Where the registers sit:
Other sequential cells in the stronger grey, the rest of the logic in the fainter grey.
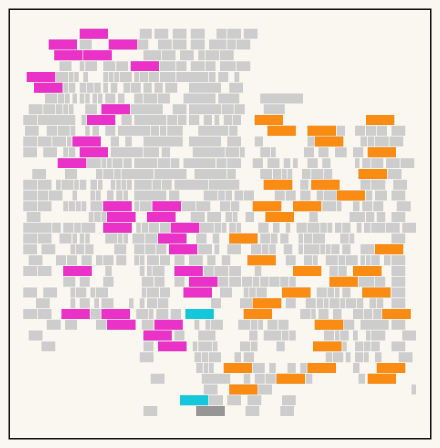
Ports around the boundary:
Pins as bars across the die edge, other pins in grey.
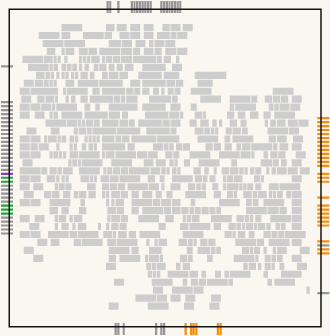
The clock network:
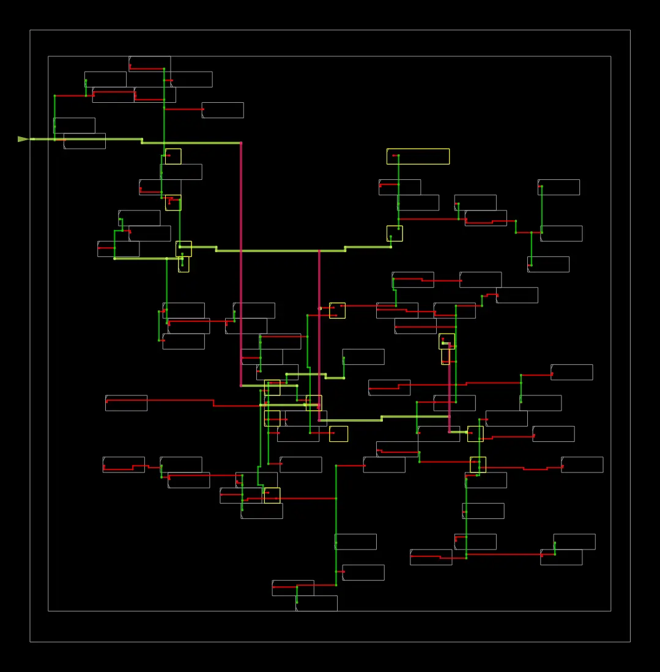
--- src/rtl/bure_hazard_ctrl.sv ---
// Decode-stage issue controller: load scoreboard, RAW/WAW stall generation against
// outstanding loads, and redirect flush sequencing.
module bure_hazard_ctrl #(
    parameter int unsigned FLUSH_CYCLES = 2,
    parameter int unsigned CNT_WIDTH    = 32
) (
    input  logic                 i_clk,
    input  logic                 i_rst,
    input  logic                 i_id_valid,
    input  logic [4:0]           i_id_rs1_addr,
    input  logic [4:0]           i_id_rs2_addr,
    input  logic [4:0]           i_id_rd_addr,
    input  logic                 i_id_rd_wen,
    input  logic                 i_id_is_load_op,
    input  logic                 i_wb_valid,
    input  logic [4:0]           i_wb_rd_addr,
    input  logic                 i_redirect,
    output logic                 o_issue,
    output logic                 o_stall,
    output logic                 o_flush,
    output logic [31:0]          o_busy_mask,
    output logic [CNT_WIDTH-1:0] o_stall_cnt
);

    localparam int unsigned FcntW = $clog2(FLUSH_CYCLES + 1);
    localparam logic [FcntW-1:0] FlushReload = FcntW'(FLUSH_CYCLES - 1);
    localparam logic [FcntW-1:0] FcntOne = FcntW'(1);

    typedef enum logic [0:0] {StRun, StFlush} state_e;

    state_e               state_q, state_d;
    logic [FcntW-1:0]     flush_cnt_q, flush_cnt_d;
    logic [31:0]          busy_q, busy_d;
    logic [CNT_WIDTH-1:0] stall_cnt_q, stall_cnt_d;

    logic hz;
    logic flush;
    logic stall;
    logic issue;

    // Hazard check sees only the registered mask: a write-back clear is not bypassed.
    always_comb begin
        hz    = i_id_valid & (busy_q[i_id_rs1_addr] | busy_q[i_id_rs2_addr] |
                              (i_id_rd_wen & busy_q[i_id_rd_addr]));
        flush = ~i_rst & (i_redirect | (state_q == StFlush));
        stall = ~i_rst & hz & ~flush;
        issue = ~i_rst & i_id_valid & ~hz & ~flush;
    end

    always_comb begin
        state_d     = state_q;
        flush_cnt_d = flush_cnt_q;
        unique case (state_q)
            StRun: begin
                if (i_redirect && (FLUSH_CYCLES > 1)) begin
                    state_d     = StFlush;
                    flush_cnt_d = FlushReload;
                end
            end
            StFlush: begin
                if (i_redirect) begin
                    flush_cnt_d = FlushReload;
                end else begin
                    flush_cnt_d = flush_cnt_q - FcntOne;
                    if (flush_cnt_q <= FcntOne) begin
                        state_d = StRun;
                    end
                end
            end
            default: begin
                state_d     = StRun;
                flush_cnt_d = '0;
            end
        endcase
    end

    // Set is applied after clear so a same-cycle new load to the register stays pending.
    always_comb begin
        busy_d = busy_q;
        if (i_wb_valid && (i_wb_rd_addr != 5'd0)) begin
            busy_d[i_wb_rd_addr] = 1'b0;
        end
        if (issue && i_id_is_load_op && i_id_rd_wen && (i_id_rd_addr != 5'd0)) begin
            busy_d[i_id_rd_addr] = 1'b1;
        end
        busy_d[0] = 1'b0;
    end

    always_comb begin
        stall_cnt_d = stall_cnt_q;
        if (stall && (stall_cnt_q != {CNT_WIDTH{1'b1}})) begin
            stall_cnt_d = stall_cnt_q + CNT_WIDTH'(1);
        end
    end

    always_ff @(posedge i_clk) begin
        if (i_rst) begin
            state_q     <= StRun;
            flush_cnt_q <= '0;
            busy_q      <= '0;
            stall_cnt_q <= '0;
        end else begin
            state_q     <= state_d;
            flush_cnt_q <= flush_cnt_d;
            busy_q      <= busy_d;
            stall_cnt_q <= stall_cnt_d;
        end
    end

    assign o_issue     = issue;
    assign o_stall     = stall;
    assign o_flush     = flush;
    assign o_busy_mask = busy_q;
    assign o_stall_cnt = stall_cnt_q;

endmodule

--- config.mk ---
export PLATFORM = sky130hd
export DESIGN_NAME = bure_hazard_ctrl
export DESIGN_NICKNAME = d
export VERILOG_FILES = /design/src/rtl/bure_hazard_ctrl.sv
export SDC_FILE = /design/constraint.sdc
export NUM_CORES = 1
export LEC_CHECK = 0
export ABC_CLOCK_PERIOD_IN_PS = 5900
export CAP_MARGIN = 15
export CORE_AREA = 3 3 103 105
export CTS_BUF_LIST = sky130_fd_sc_hd__clkbuf_4
export DETAILED_ROUTE_END_ITERATION = 8
export DIE_AREA = 0 0 106 108
export HOLD_SLACK_MARGIN = 0.02
export PLACE_DENSITY = 0.81
export SLEW_MARGIN = 30
export SYNTH_ARGS = -nofsm -noshare
export SYNTH_HDL_FRONTEND = slang
export SYNTH_SLANG_ARGS = --single-unit
--- constraint.sdc ---
create_clock -name i_clk -period 5.9 [get_ports i_clk]
set_clock_uncertainty 0.1 [all_clocks]
set_input_delay 1.77 -clock i_clk [delete_from_list [all_inputs] [get_ports i_clk]]
set_output_delay 1.77 -clock i_clk [all_outputs]
set_load 0.1 [all_outputs]
==> metrics.csv <==
metric;value;unit
FFs w/ async S/R, synth;0;
summed instance area of the synthesized netlist;0.004350;mm2
start point of the worst hold path;o_stall_cnt[17];
remaining antenna violation count after routing;0;
maximum fanout count along the critical path;9;
via count of the first global-routing pass;4225;
capturing element type of the critical path;output port;
buffering stage count on the worst path with inverters included;4;
routability congestion estimate;1.001;
peak supply drop;0.07531;mV
relative max-transition margin;0.3338;
Setup WS pre-CTS;-0.1578;ns
Detailed Route WL;13.56;mm
total cells reported by yosys after synthesis;503;
worst hold path stage count;2;
number of nets in the final layout;621;
count of cell types in the netlist;60;
Synth flops;66;
prevailing post-synth register cell;sky130_fd_sc_hd__dfxtp_1;
Crit Reg-Reg Endpoint;o_stall_cnt[12];
final setup fails;0;
Die Area;0.01145;mm2
synthesis-to-layout area growth;28.59;%
CP max stage cell;sky130_fd_sc_hd__mux4_2;
kind of launch point of the worst setup path;primary input;
HPWL after DPL;9.939;mm
Starting DRT DRC Count;315;
cell type contributing the most total cell area after synthesis;sky130_fd_sc_hd__dfxtp_1;
deepest clock path buffer count;2;
proportion of power drawn by the clock network;0.351;
total DRC errors in the routed layout;0;
HP Class;flop to flop;
top cells by area, synth;sky130_fd_sc_hd__dfxtp_1, sky130_fd_sc_hd__mux4_2, sky130_fd_sc_hd__nand2_1;
Worst Max-Slew Pin Slew;0.9962;ns
Comb power frac;0.145;
top-level port count;94;
Final Non-Filler Cells;730;
H-tree Lvls;3;
result of the run;finished, final reports clean;
Avg Cell Area, Syn;8.649;um2
routed wirelength normalized by instance count;18.58;um
Critical Path Max Stage Delay;0.51;ns
sum of overflow across all layers after global routing;0;
global router's overall resource usage;0.2366;
post-route setup TNS;0;ns
share of Yosys cell area claimed by the top area cell type;0.3037;
post-layout period usage of the worst path;0.9902;
Post-Place Cell Area;0.005433;mm2
Net Sw Frac;0.2865;
Cell Count Post-Placement;713;
count of TritonRoute iterations in the first routing pass;6;
sequential share of power;0.505;
R2R cell count;8;
start of the worst register-to-register path;o_busy_mask[29];
Power Internal;0.0006344;W
clock tree from TritonCTS;yes;
tool warning count;28;
source of the critical timing path;i_id_rs1_addr[0];
final worst setup slack;0.05791;ns
synthesized netlist net count;532;
worst endpoint data arrival time;3.97;ns
number of slew-limit violations in the final report;0;
number of enable flip-flop cells;0;
Yosys Warn Count;0;
core footprint;0.009729;mm2
hold endpoint;o_stall_cnt[17];
clock transition at the registers of the reported paths;0.10;ns
total power divided by cell area;158.9;mW/mm2
count of inserted antenna diode cells;0;
final-layout fill cell count;862;
share of the yosys chip area belonging to registers;0.3037;
dominant logic cell types in the final layout;sky130_fd_sc_hd__clkdlybuf4s50_1, sky130_fd_sc_hd__nand2_1, sky130_fd_sc_hd__dfxtp_1;
most common cell after layout, fill and taps aside;sky130_fd_sc_hd__clkdlybuf4s50_1;
initial core utilization;0.4471;
area of the synthesized netlist per yosys stat;0.004350;mm2
cell-by-cell trace of the critical path;clkdlybuf4s50_1, buf_6, mux4_2, o32a_1, o2111ai_2, o31ai_4, nor4b_4, buf_4, buf_12;
maximum capacitance violations;0;
number of antenna violations at the first check in global routing;0;
Final Total Pwr;0.0008891;W
capture point of the worst path;o_issue;
Core Util, Final;0.5750;
top achievable clock speed;0.1712;GHz
maximum number of pins on one net before global-route repair;60;
standby leakage power;1.798;nW
Via-to-Cell Ratio;6.215;
worst path required time;4.03;ns
Top Family by Delay on Critical Path;buffers and inverters;
post-layout minimum cycle time;5.842;ns
count of mapped cells out of synthesis;503;
number of placement rows;36;
CTS Root Cell;sky130_fd_sc_hd__clkbuf_4;
Hold Worst Slack;0.4054;ns
## Picture notes: 'where the registers sit'
`o_stall_cnt` -> orange  # sequential cells 32
`flush_cnt_q` -> cyan  # sequential cells 2
`o_busy_mask` -> magenta  # sequential cells 31
not coloured = 1

## Picture notes: 'ports around the boundary'
`i_wb_rd_addr` -> green  # pins 5, direction input, edge left
`o_issue` -> purple  # pins 1, direction output, edge left
`o_stall_cnt` -> orange  # pins 32, direction output, edge 26 right, 6 bottom
all pins by edge = 35 left, 28 right, 19 top, 12 bottom
vertical die dimension: 108 um
number of buffer cells added on primary ports: 92
Die Width: 106 um

## Picture notes: 'the clock network'
power consumed by the clock network: 0.000312 W
total CTS buffers: 9
clock buffers: 11
CTS sink count: 66
Worst-Skew Late Latency: 0.42 ns

## cell usage after synthesis, types with 6 or more instances
| library cell | instances |
|---|---|
| sky130_fd_sc_hd__or3_1 | 7 |
| sky130_fd_sc_hd__nand4_1 | 11 |
| sky130_fd_sc_hd__buf_6 | 10 |
| sky130_fd_sc_hd__mux4_2 | 14 |
| sky130_fd_sc_hd__nand3_1 | 31 |
| sky130_fd_sc_hd__inv_1 | 10 |
| sky130_fd_sc_hd__dfxtp_1 | 66 |
| sky130_fd_sc_hd__nor2_1 | 22 |
| sky130_fd_sc_hd__nor3_1 | 8 |
| sky130_fd_sc_hd__or4_1 | 15 |
| sky130_fd_sc_hd__buf_2 | 6 |
| sky130_fd_sc_hd__o21ai_1 | 7 |
| sky130_fd_sc_hd__nand2_1 | 71 |
| sky130_fd_sc_hd__nand2b_1 | 7 |
| sky130_fd_sc_hd__a21oi_1 | 28 |
| sky130_fd_sc_hd__o31ai_1 | 16 |
| sky130_fd_sc_hd__and2_1 | 6 |
| sky130_fd_sc_hd__clkbuf_1 | 14 |
| sky130_fd_sc_hd__o21ai_2 | 30 |
| sky130_fd_sc_hd__and3_1 | 8 |
| sky130_fd_sc_hd__o211ai_1 | 17 |
| sky130_fd_sc_hd__mux2i_1 | 14 |
| sky130_fd_sc_hd__nor2b_1 | 12 |
## power groups by stage
stage          sequential [W]  combinational (W)  clock [W]
3_3_place_gp         0.000459           0.000123          0
4_1_cts              0.000449           0.000127   0.000314
2_1_floorplan        0.000462          0.0000764          0
3_5_place_dp         0.000459           0.000126          0
5_1_grt              0.000449           0.000137   0.000335
6_report             0.000449           0.000129   0.000312
## logic make-up (layout without fill, tap and decap cells)
kind of cell | count (synthesis) | in the layout | share of synthesized area
and+or+nand+nor | 224 | 224 | 0.2747
AOI/OAI and AO/OA | 127 | 127 | 0.2246
DFF | 66 | 66 | 0.3037
adders and majority gates | 2 | 2 | 0.005751
xor gates and xnor gates | 1 | 1 | 0.002014
muxes | 35 | 35 | 0.1271
other | 1 | 1 | 0.0008620
buffers and inverters | 47 | 141 | 0.06126
## flip-flops by register name, indices dropped and copies added (netlist names)
register	cells
o_stall_cnt	32
flush_cnt_q	2
o_busy_mask	31
state_q	1
## repair_timing
item / CTS / global route
buffers inserted: 1 / 0
resized: 8 / 3
setup endpoints to repair: 2 / 2
pin swaps: 5 / 4
hold buffers: 0 / 0
## final cells by class
type / instances / area (um2) / share of cell area
multi-input cells: 390 / 2794 / 0.4994
inverters: 10 / 37.54 / 0.006710
flip-flops and latches: 66 / 1321 / 0.2362
well taps: 133 / 166.4 / 0.02975
clock inverters: 5 / 55.05 / 0.009841
repair buffers: 115 / 1137 / 0.2033
clock buffers: 11 / 82.58 / 0.01476
## worst min-delay path: stages, from the launching register on
cell                      delay, ns
sky130_fd_sc_hd__dfxtp_1       0.34
sky130_fd_sc_hd__o31ai_1       0.07
sky130_fd_sc_hd__a21oi_1       0.06
## per-layer routing
layer  wire, um  vias up  global-route usage
li1           -     2097                   -
met1       5339     2112              0.3052
met2       6288      269              0.3839
met3       1379       59             0.04537
met4        557        0              0.1119
met5          0        -                   0
Power figures rest on the tool's default switching activity, not on a simulated workload.
